`src/rtl/store.sv`:
```
// store: writes a stream of result elements into a small output RAM. The
// elements are laid out as rows: ROW_LEN elements per row, spaced by a
// column stride, with row starts ROW_PITCH apart. Every address is reduced
// modulo DEPTH, and the host reads the RAM back through a registered port.
//
// Ports
//   clk        rising-edge clock
//   rst        asynchronous reset, active low (0 = reset)
//   start      one-cycle command pulse (acted on only in IDLE)
//   base_addr  first write address
//   stride     column address increment (0 is treated as 1)
//   len        total number of elements to store
//   in_valid   result element valid
//   in_data    result element
//   in_ready   high while a command is accepting data (WRITE)
//   busy       command in progress (WRITE or DONE)
//   done       one-cycle completion pulse
//   wrapped    sticky: some address or row start wrapped past DEPTH-1
//   rd_addr    host readback address
//   rd_data    ram[rd_addr] one cycle later; 0 when rd_addr >= DEPTH
module store #(
  parameter int DATA_W    = 8,
  parameter int DEPTH     = 18,
  parameter int ROW_LEN   = 3,
  parameter int ROW_PITCH = 6
) (
  input  logic              clk,
  input  logic              rst,
  input  logic              start,
  input  logic [4:0]        base_addr,
  input  logic [1:0]        stride,
  input  logic [4:0]        len,
  input  logic              in_valid,
  input  logic [DATA_W-1:0] in_data,
  output logic              in_ready,
  output logic              busy,
  output logic              done,
  output logic              wrapped,
  input  logic [4:0]        rd_addr,
  output logic [DATA_W-1:0] rd_data
);

  localparam logic [1:0] IDLE  = 2'd0;
  localparam logic [1:0] WRITE = 2'd1;
  localparam logic [1:0] DONE  = 2'd2;

  logic [1:0]        state;
  logic [4:0]        row_base;
  logic [4:0]        col;
  logic [4:0]        remaining;
  logic [1:0]        stride_q;
  logic              wrapped_q;
  logic [DATA_W-1:0] rd_data_p1;
  logic [DATA_W-1:0] mem [0:DEPTH-1];

  logic [5:0] addr_sum;
  logic [5:0] row_sum;
  logic [5:0] addr_m;
  logic [5:0] row_m;
  logic       xfer;
  logic       last_col;

  // Single conditional subtract of DEPTH on a 6-bit sum. Result is
  // {subtracted, reduced address}. The low five bits of (sum - DEPTH) are
  // exact because the reduced value always fits in five bits.
  function automatic logic [5:0] mod_depth(input logic [5:0] sum);
    logic over;
    over = (sum >= 6'(DEPTH));
    mod_depth = {over, over ? (sum[4:0] - 5'(DEPTH)) : sum[4:0]};
  endfunction

  assign addr_sum = 6'(row_base) + 6'(col) * 6'(stride_q);
  assign row_sum  = 6'(row_base) + 6'(ROW_PITCH);
  assign addr_m   = mod_depth(addr_sum);
  assign row_m    = mod_depth(row_sum);
  assign xfer     = in_valid && (state == WRITE);
  assign last_col = (col == 5'(ROW_LEN - 1));

  assign in_ready = (state == WRITE);
  assign busy     = (state != IDLE);
  assign done     = (state == DONE);
  assign wrapped  = wrapped_q;
  assign rd_data  = rd_data_p1;

  always_ff @(posedge clk or negedge rst) begin
    if (!rst) begin
      state     <= IDLE;
      row_base  <= '0;
      col       <= '0;
      remaining <= '0;
      stride_q  <= '0;
      wrapped_q <= 1'b0;
    end else begin
      case (state)
        IDLE: begin
          if (start) begin
            row_base  <= base_addr;
            stride_q  <= (stride == 2'd0) ? 2'd1 : stride;
            remaining <= len;
            col       <= '0;
            wrapped_q <= 1'b0;
            state     <= (len == 5'd0) ? DONE : WRITE;
          end
        end
        WRITE: begin
          if (xfer) begin
            remaining <= remaining - 5'd1;
            if (last_col) begin
              col      <= '0;
              row_base <= row_m[4:0];
            end else begin
              col <= col + 5'd1;
            end
            // The row-start update only happens at the end of a row, so its
            // wrap only counts then.
            if (addr_m[5] || (last_col && row_m[5])) wrapped_q <= 1'b1;
            if (remaining == 5'd1) state <= DONE;
          end
        end
        DONE:    state <= IDLE;
        default: state <= IDLE;
      endcase
    end
  end

  // ---- stage p0 -> p1: RAM write and registered readback ----
  // RAM contents survive reset; out-of-range write addresses are dropped.
  always_ff @(posedge clk) begin
    if (xfer && (6'(addr_m[4:0]) < 6'(DEPTH))) mem[addr_m[4:0]] <= in_data;
  end

  // Read-before-write: a same-edge write to rd_addr shows up one cycle later.
  always_ff @(posedge clk or negedge rst) begin
    if (!rst) begin
      rd_data_p1 <= '0;
    end else begin
      rd_data_p1 <= (6'(rd_addr) < 6'(DEPTH)) ? mem[rd_addr] : '0;
    end
  end

endmodule

```
`config.mk`:
```
export PLATFORM = sky130hd
export DESIGN_NAME = store
export DESIGN_NICKNAME = d
export VERILOG_FILES = /design/src/rtl/store.sv
export SDC_FILE = /design/constraint.sdc
export NUM_CORES = 1
export LEC_CHECK = 0
export ABC_AREA = 1
export CAP_MARGIN = 20
export CORE_AREA = 2 2 122 124
export CTS_BUF_LIST = sky130_fd_sc_hd__clkbuf_2
export CTS_CLUSTER_DIAMETER = 150
export DETAILED_ROUTE_END_ITERATION = 10
export DIE_AREA = 0 0 124 126
export GPL_TIMING_DRIVEN = 0
export PLACE_DENSITY = 0.82
export SLEW_MARGIN = 10
export SYNTH_ARGS = -nofsm -noshare
export SYNTH_HDL_FRONTEND = slang
export SYNTH_SLANG_ARGS = --single-unit
```
`constraint.sdc`:
```
create_clock -name clk -period 5.45 [get_ports clk]
set_clock_uncertainty 0.1 [all_clocks]
set_input_delay 1.09 -clock clk [delete_from_list [all_inputs] [get_ports clk]]
set_output_delay 1.09 -clock clk [all_outputs]
set_load 0.01 [all_outputs]
```
Signal wires on met1:
Supply wires on this layer in grey. Cells faint in the background.
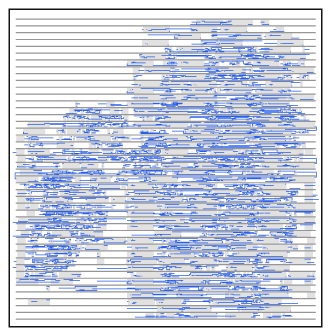
main direction: horizontal
nets with wire on the layer: 753
longest straight run: 31.7 microns
share of all routed wire: 41%
wire length on this layer: 6890 microns
met1 track utilization from global routing: 0.307
Detailed Route WL: 16900 microns
total number of vias: 5514

Cells by drive strength:
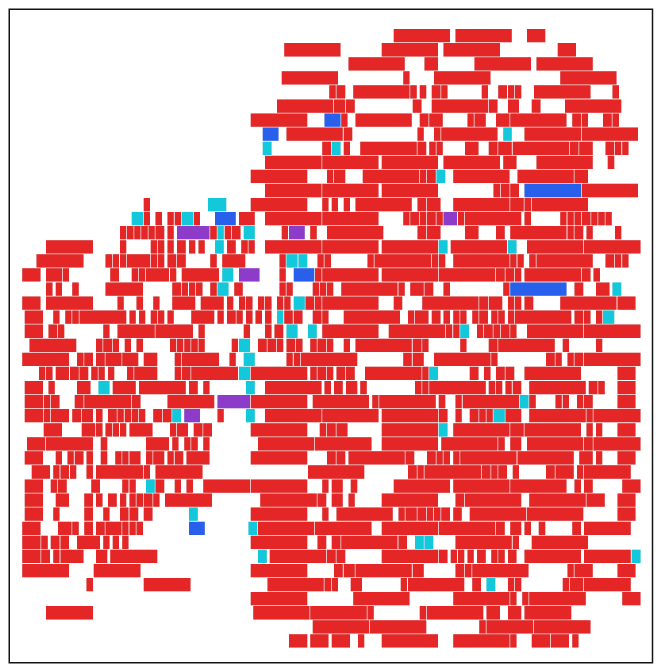
| colour | size | cells |
|---|---|---|
| purple | drive 3 to 4 | 6 |
| red | drive 1 or less | 730 |
| blue | drive 6 and up | 7 |
| cyan | drive 2 | 42 |
worst setup slack after layout: 1.37 ns
post-route standard cell area excluding fillers: 0.00856 sq mm

Cells coloured by class:
The bar under the picture is 20 microns long.
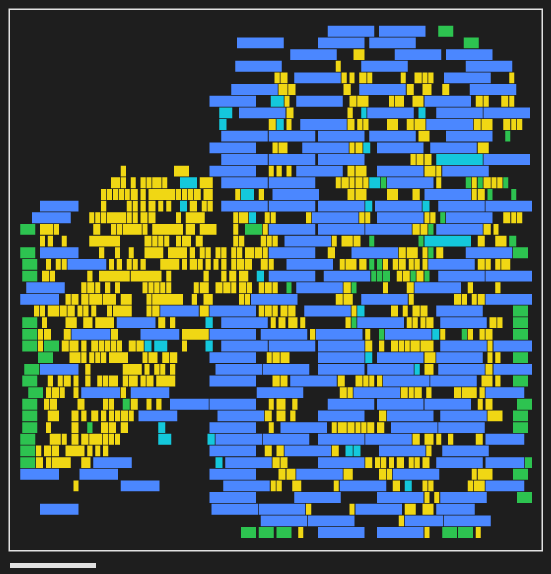
| colour | class | cells | share of their area |
|---|---|---|---|
| yellow | all other logic | 516 | 31% |
| green | other buffers and delay cells | 65 | 5.8% |
| blue | flip-flops | 172 | 60% |
| cyan | clock drivers and dummy loads | 32 | 2.8% |
share of the core filled with cells: 0.598
number of standard-cell rows in the floorplan: 44
sequential share of cell area: 0.587
core box area: 0.0143 sq mm

Clock wiring as the flow saved it:
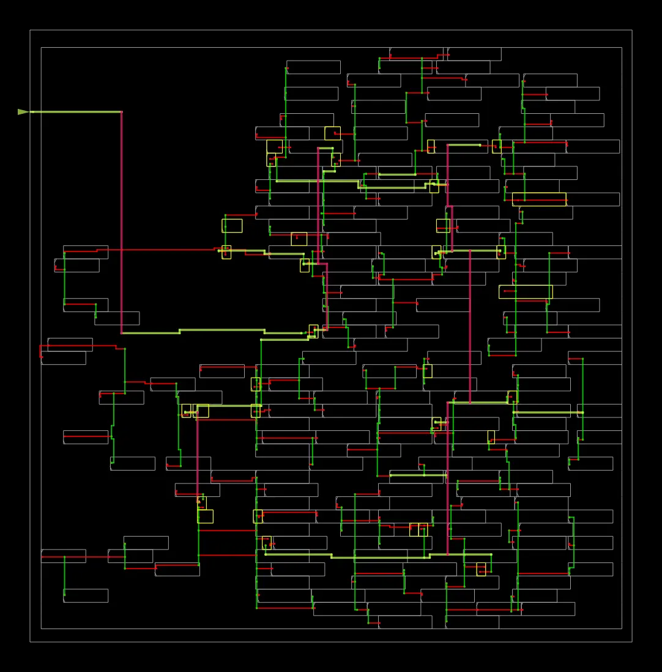
sink count of the clock tree: 172
clkbuf count: 18
flip-flop and latch count: 172
power in the clock group: 0.000664 W
insertion delay of the later-clocked pin in the worst-skew pair: 0.77 ns

[through the flow]
| step | total power, W | utilization | hold WS (ns) | cell area, sq um | setup WS (ns) |
|---|---|---|---|---|---|
| finish | 0.00465 | 0.598 | 0.190 | 8560 | 1.37 |
| global route | 0.00503 | 0.598 | 0.213 | 8560 | 1.03 |
| CTS | 0.00466 | 0.598 | 0.205 | 8560 | 1.34 |
| detailed placement | 0.00400 | 0.581 | 0.373 | 8320 | 1.38 |
| global placement | 0.00392 | 0.582 | 0.359 | 8330 | 1.45 |
| floorplan | 0.00349 | - | 0.343 | 7720 | 1.94 |
[worst max-delay path, delay by kind of cell, from the launching register on]
| family | cells | cell delay (ns) |
|---|---|---|
| flops | 1 | 0.51 |
| simple gates | 11 | 1.83 |
| fa+ha+maj | 3 | 1.08 |
| buf+inv | 3 | 0.19 |
==> datasheet_impl.txt <==
Table: implementation figures

Parameter                              Value

Synth
  Sequential cell area fraction in the yosys report .................. 0.650
  Proportion of netlist area held by the largest area contributor .................. 0.560
  Largest cells by area .................. sky130_fd_sc_hd__edfxtp_1, sky130_fd_sc_hd__dfrtp_1, sky130_fd_sc_hd__nor2_1
  Fraction of the mapped netlist area in simple logic gates .................. 0.159
  Post-synth cell types .................. 37
  Synthesized instance count .................. 716
  Main logic family after synthesis .................. simple AND/OR/NAND/NOR gates
  Post-synthesis chip area from yosys .................. 0.00772 sq mm
  Synth mux share .................. 0.00389
  Share of flip-flops with an asynchronous set or reset after synthesis .................. 0.163
  Cell count in the Yosys report .................. 716
  Cell area after synthesis .................. 0.00772 sq mm
  Post-synthesis area per instance .................. 10.8 sq um

Final timing
  Final slew viol count .................. 0
  Worst-Margin Slew .................. 0.922 ns
  Slew Limit Headroom .................. 0.383
  Setup violation total in the final timing report .................. 0
  Final hold violations .................. 0

Power and ir drop
  Worst-case vdd ir drop .................. 368 uV
  Internal power summed over all cells .................. 0.00263 W
  Switching component of the power .................. 0.00203 W
  Top power group .................. combinational cells
  Static leakage power .................. 3.14 nW
  Switching power as a share of total power .................. 0.436
  Portion of total power attributed to the clock network .................. 0.143

Detailed routing
  Average wire length per cell after detail routing .................. 17.5 microns
  DR WL met3 .................. 1340 microns
  DRC violations left .................. 0

Global routing
  Most Used Layer, Global Route .................. met2
  Wire length of the first global-routing pass .................. 27300 microns
  Total overflow reported by the global router .................. 0
  Fraction of met2 tracks used by global routing .................. 0.387
  Global-route met3 utilization .................. 0.0471
  Antenna violations before repair .................. 0

Cells and area
  Layout Cells excl Fill .................. 969
  Logic share of the area .................. 0.279
  Commonest cells after routing, fill and taps aside .................. sky130_fd_sc_hd__edfxtp_1, sky130_fd_sc_hd__nor2_1, sky130_fd_sc_hd__nand2_1
  Total of fill cells in the finished design .................. 1143
  Most instantiated logic cell after routing .................. sky130_fd_sc_hd__edfxtp_1
  Signal buffers share of area .................. 0.0563
  Layout-stage area growth over the synthesis result .................. 10.8%
  Layout clock area frac .................. 0.0275
  Flip-flop and latch area .................. 0.00502 sq mm
  Largest register FFs .................. 144
  Total number of multi-input combinational cells .................. 463

Clock network
  Library cell used as clock root buffer .................. sky130_fd_sc_hd__clkbuf_2
  Maximum clock path buffer count .................. 2
  Number of buffers inserted by hold repair at cts .................. 0
  Number of buffers inserted by post-CTS setup repair .................. 0
  Inserted Clock Buffers .................. 17
  Quantity of gates resized following cts .................. 0

Setup path
  Reg2Reg Depth .................. 17
  Critical path peak fanout .................. 8
  List of cells traversed by the critical path .................. nand2_1 > inv_1 > fa_1 > ha_1 > inv_1 > fa_1 > inv_1 > nand2_1 > nand2_2 > nand3_2 > nand3_4 > nand2_2 > nand2_1 > nand2_1 > nor2_1 > nand2_1 > nor2_1
  Largest stage delay, worst path .................. 0.72 ns

Floorplanning
  Die footprint .................. 0.0156 sq mm
  Top-level port count .................. 41
  Die W .................. 124 microns

Worst hold path
  Path class of the lowest-slack min-delay path .................. input port to async pin

Run status
  Outcome .................. finished clean

Placed design
  Post-detailed-placement half-perimeter wirelength .................. 11400 microns

Flow run
  Number of max-cap violations .................. 0
Power figures rest on the tool's default switching activity, not on a simulated workload.
